Fig. 1: I/O nets highlighted
(2 px per um)
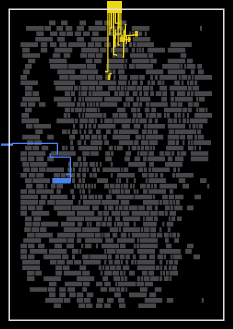
Fig. 2: placement view
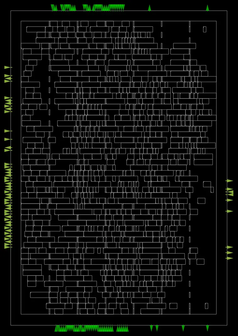
Fig. 3: met1 routing
(3 px per um) Supply wires on this layer in gray. Cells faint in the background.
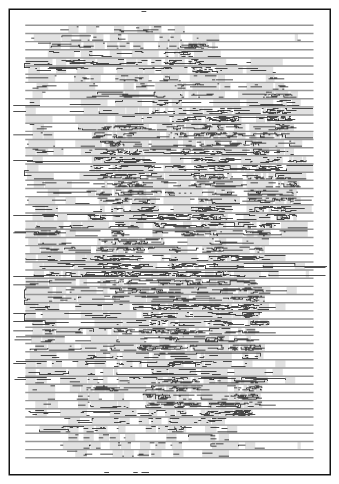
===== src/rtl/color_sweep_ctrl.sv =====
// Command-driven scheduler for the RGBW colour generator: direct RGBW writes and
// timed hue sweeps, with every generator input held for at least SETTLE cycles.
module color_sweep_ctrl #(
   parameter int unsigned TICK_DIV = 1000,
   parameter int unsigned SETTLE   = 260,
   parameter logic [7:0]  IDX_MAX  = 8'hD8
) (
   input  logic       clk,
   input  logic       reset,
   input  logic       cmd_valid,
   output logic       cmd_ready,
   input  logic [1:0] cmd_op,
   input  logic [7:0] cmd_start_idx,
   input  logic [7:0] cmd_end_idx,
   input  logic [7:0] cmd_rate,
   input  logic [7:0] cmd_white,
   input  logic [7:0] cmd_lint,
   input  logic [7:0] cmd_red,
   input  logic [7:0] cmd_green,
   input  logic [7:0] cmd_blue,
   output logic [7:0] gen_mode,
   output logic [7:0] gen_idx,
   output logic [7:0] gen_white,
   output logic [7:0] gen_lint,
   output logic [7:0] gen_red,
   output logic [7:0] gen_green,
   output logic [7:0] gen_blue,
   output logic       busy,
   output logic       step_strobe,
   output logic       done
);

   typedef enum logic [2:0] {IDLE, DIRECT, SW_HOLD, SW_LAST, SW_END} state_t;

   localparam logic [1:0]  OP_DIRECT   = 2'b00;
   localparam logic [1:0]  OP_STOP     = 2'b10;
   localparam logic [1:0]  OP_LOOP     = 2'b11;
   localparam logic [7:0]  MODE_IDLE   = 8'h00;
   localparam logic [7:0]  MODE_DIRECT = 8'h21;
   localparam logic [7:0]  MODE_SWEEP  = 8'hA4;
   localparam logic [15:0] TICK_LAST   = 16'(TICK_DIV - 1);
   localparam logic [8:0]  SETTLE_MAX  = 9'(SETTLE);
   localparam logic [8:0]  SETTLE_LAST = 9'(SETTLE - 1);
   localparam logic [8:0]  DIRECT_LAST = 9'd3;

   state_t      state_q, state_d;
   logic [15:0] tick_q, tick_d;
   logic [8:0]  settle_q, settle_d;
   logic [7:0]  rate_cnt_q, rate_cnt_d;
   logic [7:0]  rate_q, rate_d;
   logic [7:0]  start_q, start_d;
   logic [7:0]  end_q, end_d;
   logic        up_q, up_d;
   logic        loop_q, loop_d;

   logic [7:0]  mode_d, idx_d, white_d, lint_d, red_d, green_d, blue_d;
   logic        strobe_d, done_d;

   logic        accept, tick_wrap, settle_ok, step_ok, do_load;
   logic [7:0]  start_c, end_c, rate_eff, ld_start, ld_end;

   assign accept    = cmd_valid && cmd_ready;
   assign start_c   = (cmd_start_idx > IDX_MAX) ? IDX_MAX : cmd_start_idx;
   assign end_c     = (cmd_end_idx > IDX_MAX) ? IDX_MAX : cmd_end_idx;
   assign rate_eff  = (rate_q == 8'd0) ? 8'd1 : rate_q;
   assign tick_wrap = (tick_q == TICK_LAST);
   // Both tests look at the count this edge completes, so a hold lasts exactly SETTLE cycles.
   assign settle_ok = (settle_q >= SETTLE_LAST);
   assign step_ok   = settle_ok &&
                      (({1'b0, rate_cnt_q} + {8'd0, tick_wrap}) >= {1'b0, rate_eff});

   always_comb begin
      // NOTE: every signal written here is defaulted first so no path can infer a latch.
      state_d    = state_q;
      tick_d     = tick_q;
      settle_d   = settle_q;
      rate_cnt_d = rate_cnt_q;
      rate_d     = rate_q;
      start_d    = start_q;
      end_d      = end_q;
      up_d       = up_q;
      loop_d     = loop_q;
      mode_d     = gen_mode;
      idx_d      = gen_idx;
      white_d    = gen_white;
      lint_d     = gen_lint;
      red_d      = gen_red;
      green_d    = gen_green;
      blue_d     = gen_blue;
      strobe_d   = 1'b0;
      done_d     = 1'b0;
      do_load    = 1'b0;
      ld_start   = start_q;
      ld_end     = end_q;

      if (accept) begin
         // An accepted command always beats a pending step or hold expiry.
         case (cmd_op)
            OP_DIRECT: begin
               white_d  = cmd_white;
               lint_d   = cmd_lint;
               red_d    = cmd_red;
               green_d  = cmd_green;
               blue_d   = cmd_blue;
               mode_d   = MODE_DIRECT;
               settle_d = '0;
               state_d  = DIRECT;
            end
            OP_STOP: begin
               if (state_q != IDLE) begin
                  mode_d  = MODE_IDLE;
                  done_d  = 1'b1;
                  state_d = IDLE;
               end
            end
            default: begin
               do_load  = 1'b1;
               ld_start = start_c;
               ld_end   = end_c;
               white_d  = cmd_white;
               lint_d   = cmd_lint;
               rate_d   = cmd_rate;
               loop_d   = (cmd_op == OP_LOOP);
            end
         endcase
      end else begin
         case (state_q)
            DIRECT: begin
               if (settle_q == DIRECT_LAST) begin
                  mode_d  = MODE_IDLE;
                  state_d = IDLE;
               end else begin
                  settle_d = settle_q + 9'd1;
               end
            end
            SW_HOLD: begin
               settle_d = (settle_q == SETTLE_MAX) ? settle_q : settle_q + 9'd1;
               tick_d   = tick_wrap ? '0 : tick_q + 16'd1;
               if (tick_wrap && rate_cnt_q != 8'hFF) rate_cnt_d = rate_cnt_q + 8'd1;
               if (step_ok) begin
                  idx_d      = up_q ? gen_idx + 8'd1 : gen_idx - 8'd1;
                  tick_d     = '0;
                  settle_d   = '0;
                  rate_cnt_d = '0;
                  strobe_d   = 1'b1;
                  if (idx_d == end_q) state_d = SW_LAST;
               end
            end
            SW_LAST: begin
               settle_d = (settle_q == SETTLE_MAX) ? settle_q : settle_q + 9'd1;
               if (settle_ok) begin
                  if (loop_q) begin
                     do_load = 1'b1;
                  end else begin
                     mode_d  = MODE_IDLE;
                     done_d  = 1'b1;
                     state_d = SW_END;
                  end
               end
            end
            SW_END:  state_d = IDLE;
            default: state_d = IDLE;
         endcase
      end

      if (do_load) begin
         idx_d      = ld_start;
         start_d    = ld_start;
         end_d      = ld_end;
         up_d       = (ld_end >= ld_start);
         tick_d     = '0;
         settle_d   = '0;
         rate_cnt_d = '0;
         strobe_d   = 1'b1;
         mode_d     = MODE_SWEEP;
         state_d    = (ld_start == ld_end) ? SW_LAST : SW_HOLD;
      end
   end

   // NOTE: registers use non-blocking assignments so each one samples pre-edge values.
   always_ff @(posedge clk or posedge reset) begin
      if (reset) begin
         state_q     <= IDLE;
         tick_q      <= '0;
         settle_q    <= '0;
         rate_cnt_q  <= '0;
         rate_q      <= '0;
         start_q     <= '0;
         end_q       <= '0;
         up_q        <= 1'b0;
         loop_q      <= 1'b0;
         gen_mode    <= '0;
         gen_idx     <= '0;
         gen_white   <= '0;
         gen_lint    <= '0;
         gen_red     <= '0;
         gen_green   <= '0;
         gen_blue    <= '0;
         step_strobe <= 1'b0;
         done        <= 1'b0;
         busy        <= 1'b0;
         cmd_ready   <= 1'b0;
      end else begin
         state_q     <= state_d;
         tick_q      <= tick_d;
         settle_q    <= settle_d;
         rate_cnt_q  <= rate_cnt_d;
         rate_q      <= rate_d;
         start_q     <= start_d;
         end_q       <= end_d;
         up_q        <= up_d;
         loop_q      <= loop_d;
         gen_mode    <= mode_d;
         gen_idx     <= idx_d;
         gen_white   <= white_d;
         gen_lint    <= lint_d;
         gen_red     <= red_d;
         gen_green   <= green_d;
         gen_blue    <= blue_d;
         step_strobe <= strobe_d;
         done        <= done_d;
         busy        <= (state_d != IDLE);
         cmd_ready   <= (state_d == IDLE) || (state_d == SW_HOLD) || (state_d == SW_LAST);
      end
   end

endmodule


===== config.mk =====
export PLATFORM = sky130hd
export DESIGN_NAME = color_sweep_ctrl
export DESIGN_NICKNAME = d
export VERILOG_FILES = /design/src/rtl/color_sweep_ctrl.sv
export SDC_FILE = /design/constraint.sdc
export NUM_CORES = 1
export LEC_CHECK = 0
export CORE_ASPECT_RATIO = 1.5
export CORE_MARGIN = 5
export CORE_UTILIZATION = 47
export DETAILED_ROUTE_END_ITERATION = 16
export HOLD_SLACK_MARGIN = 0.02
export PLACE_DENSITY = 0.77
export SLEW_MARGIN = 40
export SYNTH_ARGS = -nofsm -noshare
export SYNTH_HDL_FRONTEND = slang
export SYNTH_SLANG_ARGS = --single-unit

===== constraint.sdc =====
create_clock -name clk -period 3.59 [get_ports clk]
set_input_delay 0.718 -clock clk [delete_from_list [all_inputs] [get_ports clk]]
set_output_delay 0.718 -clock clk [all_outputs]
set_load 0.01 [all_outputs]

==> impl_metrics.ini <==
; yosys + openroad results
[pwr]
power_mw = 5.53
internal_power_mw = 3.73
pg_seq_mw = 1.75
peakVddDrop_v = 0.000352
cellPowerDensity_nw_per_um2 = 627
pwr-share-clk_pct = 32.6
leakagePower_nw = 3.86
pg_comb_mw = 1.98
pg_clk_mw = 1.80

[place]
place.gp.congestion = 0.916
pre_cts_slack_ns = 0.0386
dpl.cell_count = 937

[final_layout]
area_delta_synth_final_pct = 34.5
num-clock-buffers = 20
buf_share_pct = 16.9
dominant_cells = logic gates
top_regs = tick_q: 16 flops, settle_q: 9 flops
nets = 892
top_register = tick_q
seq_share_pct = 33.2
clkCellAreaFrac_pct = 7.19
n_fill_cell = 1104
mostFrequentLayoutCells = 124 x clkdlybuf4s50_1, 117 x dfrtp_1, 53 x nand2_1, 47 x mux2_2, 42 x nor2_1
layout_top_cell = clkdlybuf4s50_1
comb_area_share_pct = 38.7
regArea_um2 = 2930

[worst_setup_path]
path_depth = 16
cp.arrival_ns = 3.79
crit_start = tick_q[12]$_DFFE_PP0P_
crit_path_end_kind = flop
crit_buf_inv = 3
worst_path_max_delay_cell = dfrtp_1
reg2regPathDepth = 16
r2r_slack_ns = 0.15
endpoint = rate_cnt_q[7]$_DFFE_PP0P_
required_ns = 3.94

[floorplan]
core_area_um2 = 13900
fp.dieH_um = 155
taps = 165

[yosys]
largest_area_cell = dfrtp_1
ys_ff = 117
yosysWarnings = 0
adder_share_pct = 5.65
ff_type = dfrtp_1
netlist.area_leader.share_pct = 44.6
xor_area_share_pct = 4.88
ys_seq_share_pct = 44.6
common_cells = 117 x dfrtp_1, 53 x nand2_1, 47 x mux2_2

[sta]
setup_slack_ns = 0.153
tightest_slew_ns = 0.704
fmax_mhz = 291
holdWs_ns = 0.481
hold_viol_final = 0
min_period_ns = 3.44

[routing]
m1WireLength_um = 6560
dr_wl_met2_um = 9560
first_iter_violations = 320
post_drt_via_cell_ratio = 5.82

[global_route]
gr-total-overflow = 0
grt_use_total_pct = 21.9
grt.busiest_layer = met2
antenna_found_initial = 0
met2_usage_pct = 40.4
grtUsageMet3_pct = 5.72

[cts]
cts_tree = built
clk_pin_slew_ns = 0.06
clkLatencyLatePin_ns = 0.42
numCtsBuffers = 17
clk_path_buf_depth = 2
cts-root-buf = clkbuf_16

[run]
warnings = 28

[hold_path]
worstHoldStart = rate_q[0]$_DFFE_PP0P_

[run_status]
outcome = finished clean
Back to the opening pictures, Fig. 1:
Yellow is `cmd_rate`, direction input, edge top, end cells 8, buffers 8, wire 178 um. Blue is `cmd_ready`, direction output, edge left, end cells 1, buffers 1, wire 57.3 um.
Buffers on Ports: 124
IO Count: 129

Back to the opening pictures, Fig. 2:
Seq cells: 117
fin cells: 972

Back to the opening pictures, Fig. 3:
The longest straight run is 26.7 um. The layer holds 37% of the routed length.

No activity file was given, so power comes from the tool's default toggle rates.
